==> config.mk <==
export PLATFORM = sky130hd
export DESIGN_NAME = player_state_rx
export DESIGN_NICKNAME = d
export VERILOG_FILES = /design/src/rtl/overcooked_pkg.sv /design/src/rtl/player_pkt_parser.sv /design/src/rtl/player_state_rx.sv
export SDC_FILE = /design/constraint.sdc
export NUM_CORES = 1
export LEC_CHECK = 0
export CAP_MARGIN = 0
export CORE_MARGIN = 5
export CORE_UTILIZATION = 25
export DETAILED_ROUTE_END_ITERATION = 8
export PLACE_DENSITY = 0.48
export SKIP_CTS_REPAIR_TIMING = 1
export SYNTH_ARGS = -nofsm -noshare
export SYNTH_HDL_FRONTEND = slang
export SYNTH_SLANG_ARGS = --single-unit
==> constraint.sdc <==
create_clock -name clk_in -period 4 [get_ports clk_in]
set_clock_uncertainty 0.1 [all_clocks]
set_input_delay 0.4 -clock clk_in [delete_from_list [all_inputs] [get_ports clk_in]]
set_output_delay 0.4 -clock clk_in [all_outputs]
set_load 0.05 [all_outputs]
Run 1, pin placement:
The bar under the picture is 50 um long. Pins as bars across the die edge, other pins in grey.
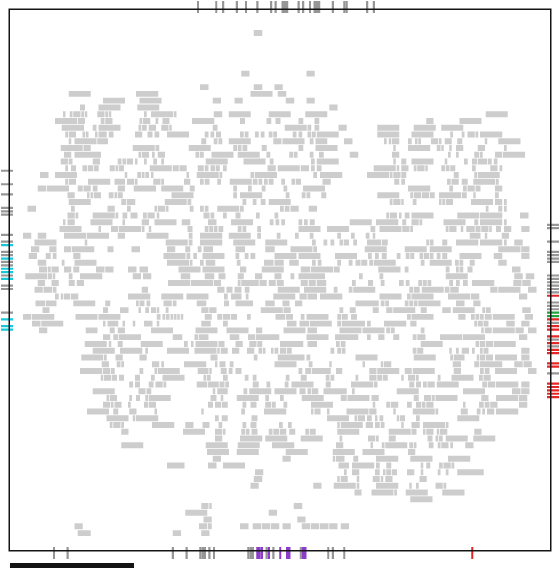
[purple] player_b_y | pins: 9 | direction: output | edge: bottom
[green] player_a_dir | pins: 2 | direction: output | edge: right
[cyan] rx_data | pins: 8 | direction: input | edge: left
[red] pkt_ok_count | pins: 16 | direction: output | edge: 15 right, 1 bottom
IO Port Bufs: 110
Die Height: 217 um

Run 1, cell placement:
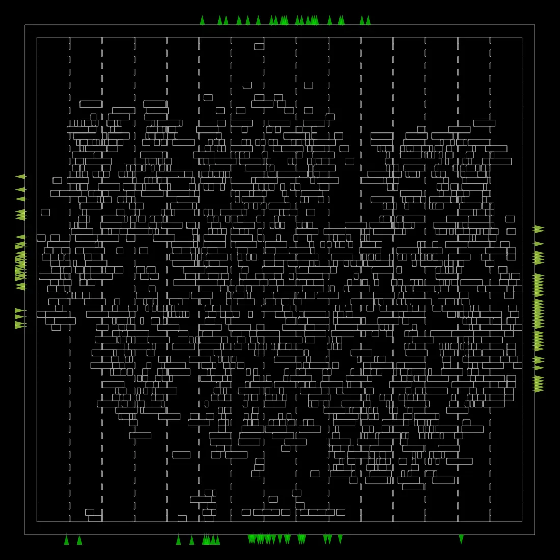
# fillers: 4473
Core ar.: 42800 sq um
Final Core Density: 31.4%

Run 1, cell sizes after repair:
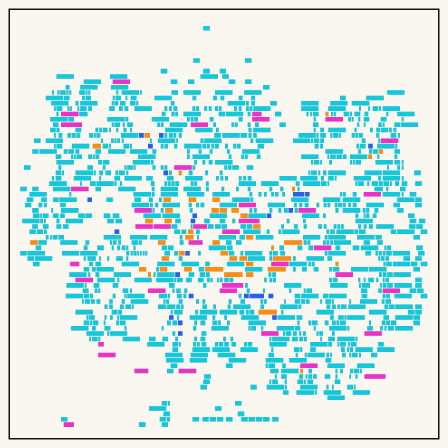
[cyan] _0 and _1 cells | cells: 1108 | share: 91%
[orange] _2 cells | cells: 44 | share: 3.6%
[blue] _3 and _4 cells | cells: 23 | share: 1.9%
[magenta] _6 and larger | cells: 38 | share: 3.1%
synth-to-layout area growth: 24.9%
setup slack after layout: 0.984 ns
Final Instance Area: 13400 sq um

==> changes_impl.md, run 1 <==
## Implementation

- Status: finished, final reports clean
- Top delay family on crit path: buffers and inverters
- Synth top cells by count: dfrtp_1, nor2_1, nand3_1
- Main flop type: dfrtp_1
- GR Overflow Total: 0
- Clock-pin slew on the worst setup and hold paths: 0.06 ns
- Clk cell area share: under 10%
- Final Max Tran Viols: 0
- Sequential cell count: around 220
- Post-detail-place hpwl: 20.7 mm
- Combinational power share: just under 20%
- CP Max Fanout: 50
- Switching share of power: 32.6%
- Pre-antenna DRT Iters: 5
- Required time of the critical path: 4.31 ns
- HP Class: input pin to asynchronous set/reset pin
- Flip-flop count of the largest register after layout: between 80 and 90
- Yosys xor share: 11.7%
- Largest net degree at the start of global routing: about 89
- Mux area share: 2.79%
- GR peak layer: met2
- DP Cell Count: 1710
- Combinational power: around 0.0013 W
- TAP cells: 546
- Comb area share: 36.8%
- Ys Warns: 0
- Area fraction in compound gates: 8.44%
- Layout cells sized above 1: 8.66%
- Routed len/inst: 17.2 um
- Worst path cell trace: clkdlybuf4s50_1 > inv_1 > ha_1 > nor2b_1 > o21ai_0 > nand3_1 > or4_2 > buf_12 > o211ai_4 > buf_4 > nor2_1
- Post-synthesis instance total: 1084
- Rel. slew slack: 34.2%
- Cts bufs inserted: 26
- Max-cap violations: 0
- Number of enable flip-flop cells: 0
- Synth unique cells: 49
- Clock buffers: 36
- Fin crit share: 75.4%
- First-pass GRT wire length: about 48 mm
- Most common logic cells in the final layout: dfrtp_1, nor2_1, clkdlybuf4s50_1
- Clock network power: 0.00250 W
- Largest area contributor in the netlist: dfrtp_1
- Chip area: around 47000 sq um
- Fin nets: 1221
- Metal3 WL: 1.42 mm
- Metal-1 WL: 14.5 mm
- Yosys stat cell total: 1084
- IO Pins: 111
- R2r worst-path depth: 9
- R2R Setup Slk: slightly below 1 ns
- Total GRT Usage: 12.6%
- Met2 WL post-DR: approximately 14 mm
- Setup violators final: 0
- Placer Congestion: 0.773
- Leak: between 5 and 6 nW
- Register area share after synthesis: between 50% and 60%
- Comb area: 4950 sq um
- Initial antenna violation count: 3
- Top pwr grp: sequential cells
- Setup_tns: 0 ns
- Via count: 8233
- Worst slew pin tran: 0.984 ns
- Yosys stat chip area: between 10000 and 15000 sq um
- Tmin final: around 3 ns
- Placed Area: 12500 sq um
- Met1 usage: 17.6%
- Htree depth: 1
- Horiz. Die Dim: 217 um
- DRT iter0 DRCs: 512
- Ys flops: 221
- Sequential Power: ~0.0027 W
- Crit path launch type: input pin
- Top cell class by occupied area: sequential cells
- Adder Share, Synth: 1.16%
- Buffers & Inverters on Critical Path: 4
- Register share of total power: about two fifths
- Netlist Area Pre-Place: 10800 sq um
- Cell Rows: 76
- Share of flip-flops with an asynchronous set or reset: 100%
- Basic Gates by Area: 21.8%
- Synth area leaders: dfrtp_1, xor2_1, xnor2_1
- RSZ-0062 raised after global routing: false
- Uppermost layer routed: met5
- Most frequent cell after synthesis: dfrtp_1
- CTS root buffer: clkbuf_16
- Worst path depth: 11
- Final non-filler cell total: about 1800
- Slowest-stage cell, CP: or4_2
- Final Hold Violating Endpoints: 0
- Clk sink count: 221
- Global Route met3 Usage: 2.77%
- Final ANT Viol Nets: 0
- Post-Synthesis Net Count: 1112
- Fp_density: 25.1%
- Internal: 0.00440 W
- Setup slack after placement: 0.396 ns
- CP max stage delay: 0.70 ns
- Drt drc: 0
- Hold slack: around 0.27 ns
- Antenna fix cells: 0
- Vias per cell: about 4.7
- Power per cell area: 486 nW/um^2
- Area leader share: 50.0%
- Tool warning count: 26
- Plain + repair buffers: 135
- Top cell excl fill/tap: dfrtp_1
- Tot Pwr: 0.00653 W
- Dominant comb cell: simple AND/OR/NAND/NOR gates
- Sw power: about 0.0021 W
- Crit Path Category: input pin to flip-flop
- Peak VDD IR: ~330 uV
- Late-Pin Clk Latency: 0.54 ns
- Critical Path Sink Type: flip-flop
- WP data arrival: 3.32 ns
- Maximum buffer depth of the clock tree: 3
- Mean post-synth cell area: approximately 9.9 sq um
- Vias in the first global route: 8247
- Non-clock buffer contribution to total cell area: 9.93%
- Routed WL: approximately 30 mm
- CTS tree: built
- Sequential cell area: 5540 sq um
- M2 GR Usage: 20.1%
- Fraction of area in registers: about two fifths
Run 1, placement density heat map:
22 x 22 tiles, from white (low) to dark blue (high), 0 to 100% covered.
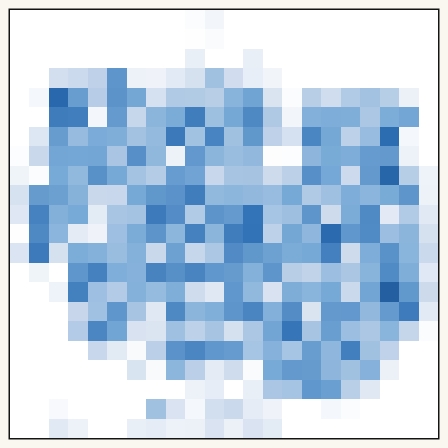

==> run 1 -> run 2 <==
Settings changed: PLACE_DENSITY 0.48 to 0.49.
Clock period 4 ns to 2.5 ns, I/O delays scaled along.
Run 2, placement density heat map:
22 x 22 tiles, from white (low) to dark blue (high), 0 to 100% covered.
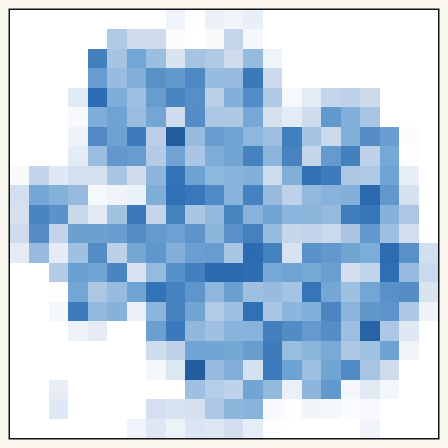
mean over tiles: 28%
nearly empty tiles: 31%
fullest tile: 82%
tiles over 75% full: 2.3%
fp_density: 25.1%
Final Core Density: 33.1%

Run 2, cell sizes after repair:
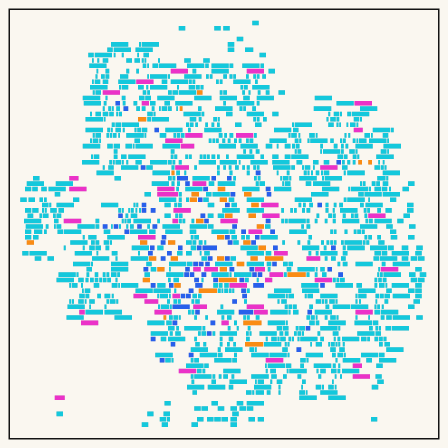
Final Instance Area: 14200 sq um
Plain + repair buffers: 214
synth-to-layout area growth: 31.8%
setup slack after layout: 0.0326 ns

==> changes_impl.md, run 2 <==
## Implementation

- Die Height: 217 um (unchanged)
- Drt drc: 0 (unchanged)
- Most frequent cell after synthesis: dfrtp_1
- CTS root buffer: clkbuf_16
- DP Cell Count: 1783 (+4.3%)
- Clock buffers: 43 (+19%)
- Mean post-synth cell area: 9.92 sq um (unchanged)
- Fin nets: 1301 (+6.6%)
- Dominant comb cell: simple AND/OR/NAND/NOR gates
- Post-Synthesis Net Count: 1112 (unchanged)
- Synth top cells by count: dfrtp_1, nor2_1, nand3_1
- Power per cell area: 779 nW/um^2 (+60%)
- Pre-antenna DRT Iters: 4 (-1)
- Final Max Tran Viols: 0 (unchanged)
- Synth area leaders: dfrtp_1, xor2_1, xnor2_1
- Number of enable flip-flop cells: 0 (unchanged)
- Required time of the critical path: 2.81 ns (-1.50 ns)
- Crit path launch type: flip-flop
- Fin crit share: 98.7%
- Clk cell area share: 5.90% (-0.75 points)
- Uppermost layer routed: met5
- Ys flops: 221 (unchanged)
- Critical Path Sink Type: flip-flop
- Worst slew pin tran: 0.621 ns (-0.363 ns)
- HP Class: input pin to asynchronous set/reset pin
- Combinational power share: 29.7% (+9.9 points)
- CTS tree: built
- Yosys stat cell total: 1084 (unchanged)
- # fillers: 4453 (-0.45%)
- Sw power: 0.00363 W (+70%)
- CP Max Fanout: 7 (-86%)
- GR Overflow Total: 0 (unchanged)
- Buffers & Inverters on Critical Path: 3 (-1)
- Late-Pin Clk Latency: 0.54 ns (about the same)
- Main flop type: dfrtp_1
- Final Hold Violating Endpoints: 0 (unchanged)
- Switching share of power: 32.9% (+0.27 points)
- Clock network power: 0.00372 W (+49%)
- Slowest-stage cell, CP: or4_4
- Setup violators final: 0 (unchanged)
- Combinational power: 0.00327 W (+150%)
- M2 GR Usage: 21.7% (+1.6 points)
- Hold slack: 0.132 ns (-0.137 ns)
- Peak VDD IR: 463 uV (+39%)
- Basic Gates by Area: 21.8% (unchanged)
- Netlist Area Pre-Place: 10800 sq um (unchanged)
- Max-cap violations: 0 (unchanged)
- Top cell class by occupied area: sequential cells
- Leak: 5.69 nW (+8.2%)
- Met2 WL post-DR: 14.9 mm (+9.2%)
- Tool warning count: 27 (+3.8%)
- Routed len/inst: 17.1 um (-0.67%)
- Status: finished, final reports clean
- Metal-1 WL: 14.2 mm (-2.1%)
- Flip-flop count of the largest register after layout: 81 (unchanged)
- Fraction of area in registers: 39.1% (-2.1 points)
- Most common logic cells in the final layout: dfrtp_1, nor2_1, clkdlybuf4s50_1
- Sequential Power: 0.00404 W (+48%)
- Ys Warns: 0 (unchanged)
- Met1 usage: 17.1% (-0.45 points)
- Tot Pwr: 0.0110 W (+69%)
- Core ar.: 42800 sq um (unchanged)
- Worst path cell trace: buf_6 > xor2_1 > xnor2_1 > nand4_1 > or4_4 > buf_6 > o21ai_4 > clkbuf_16 > nor2_1
- Share of flip-flops with an asynchronous set or reset: 100% (unchanged)
- Top delay family on crit path: simple AND/OR/NAND/NOR gates
- Crit Path Category: flip-flop to flip-flop
- IO Pins: 111 (unchanged)
- Comb area share: 35.2% (-1.6 points)
- Yosys xor share: 11.7% (unchanged)
- Global Route met3 Usage: 3.07% (+0.31 points)
No activity file was given, so power comes from the tool's default toggle rates.
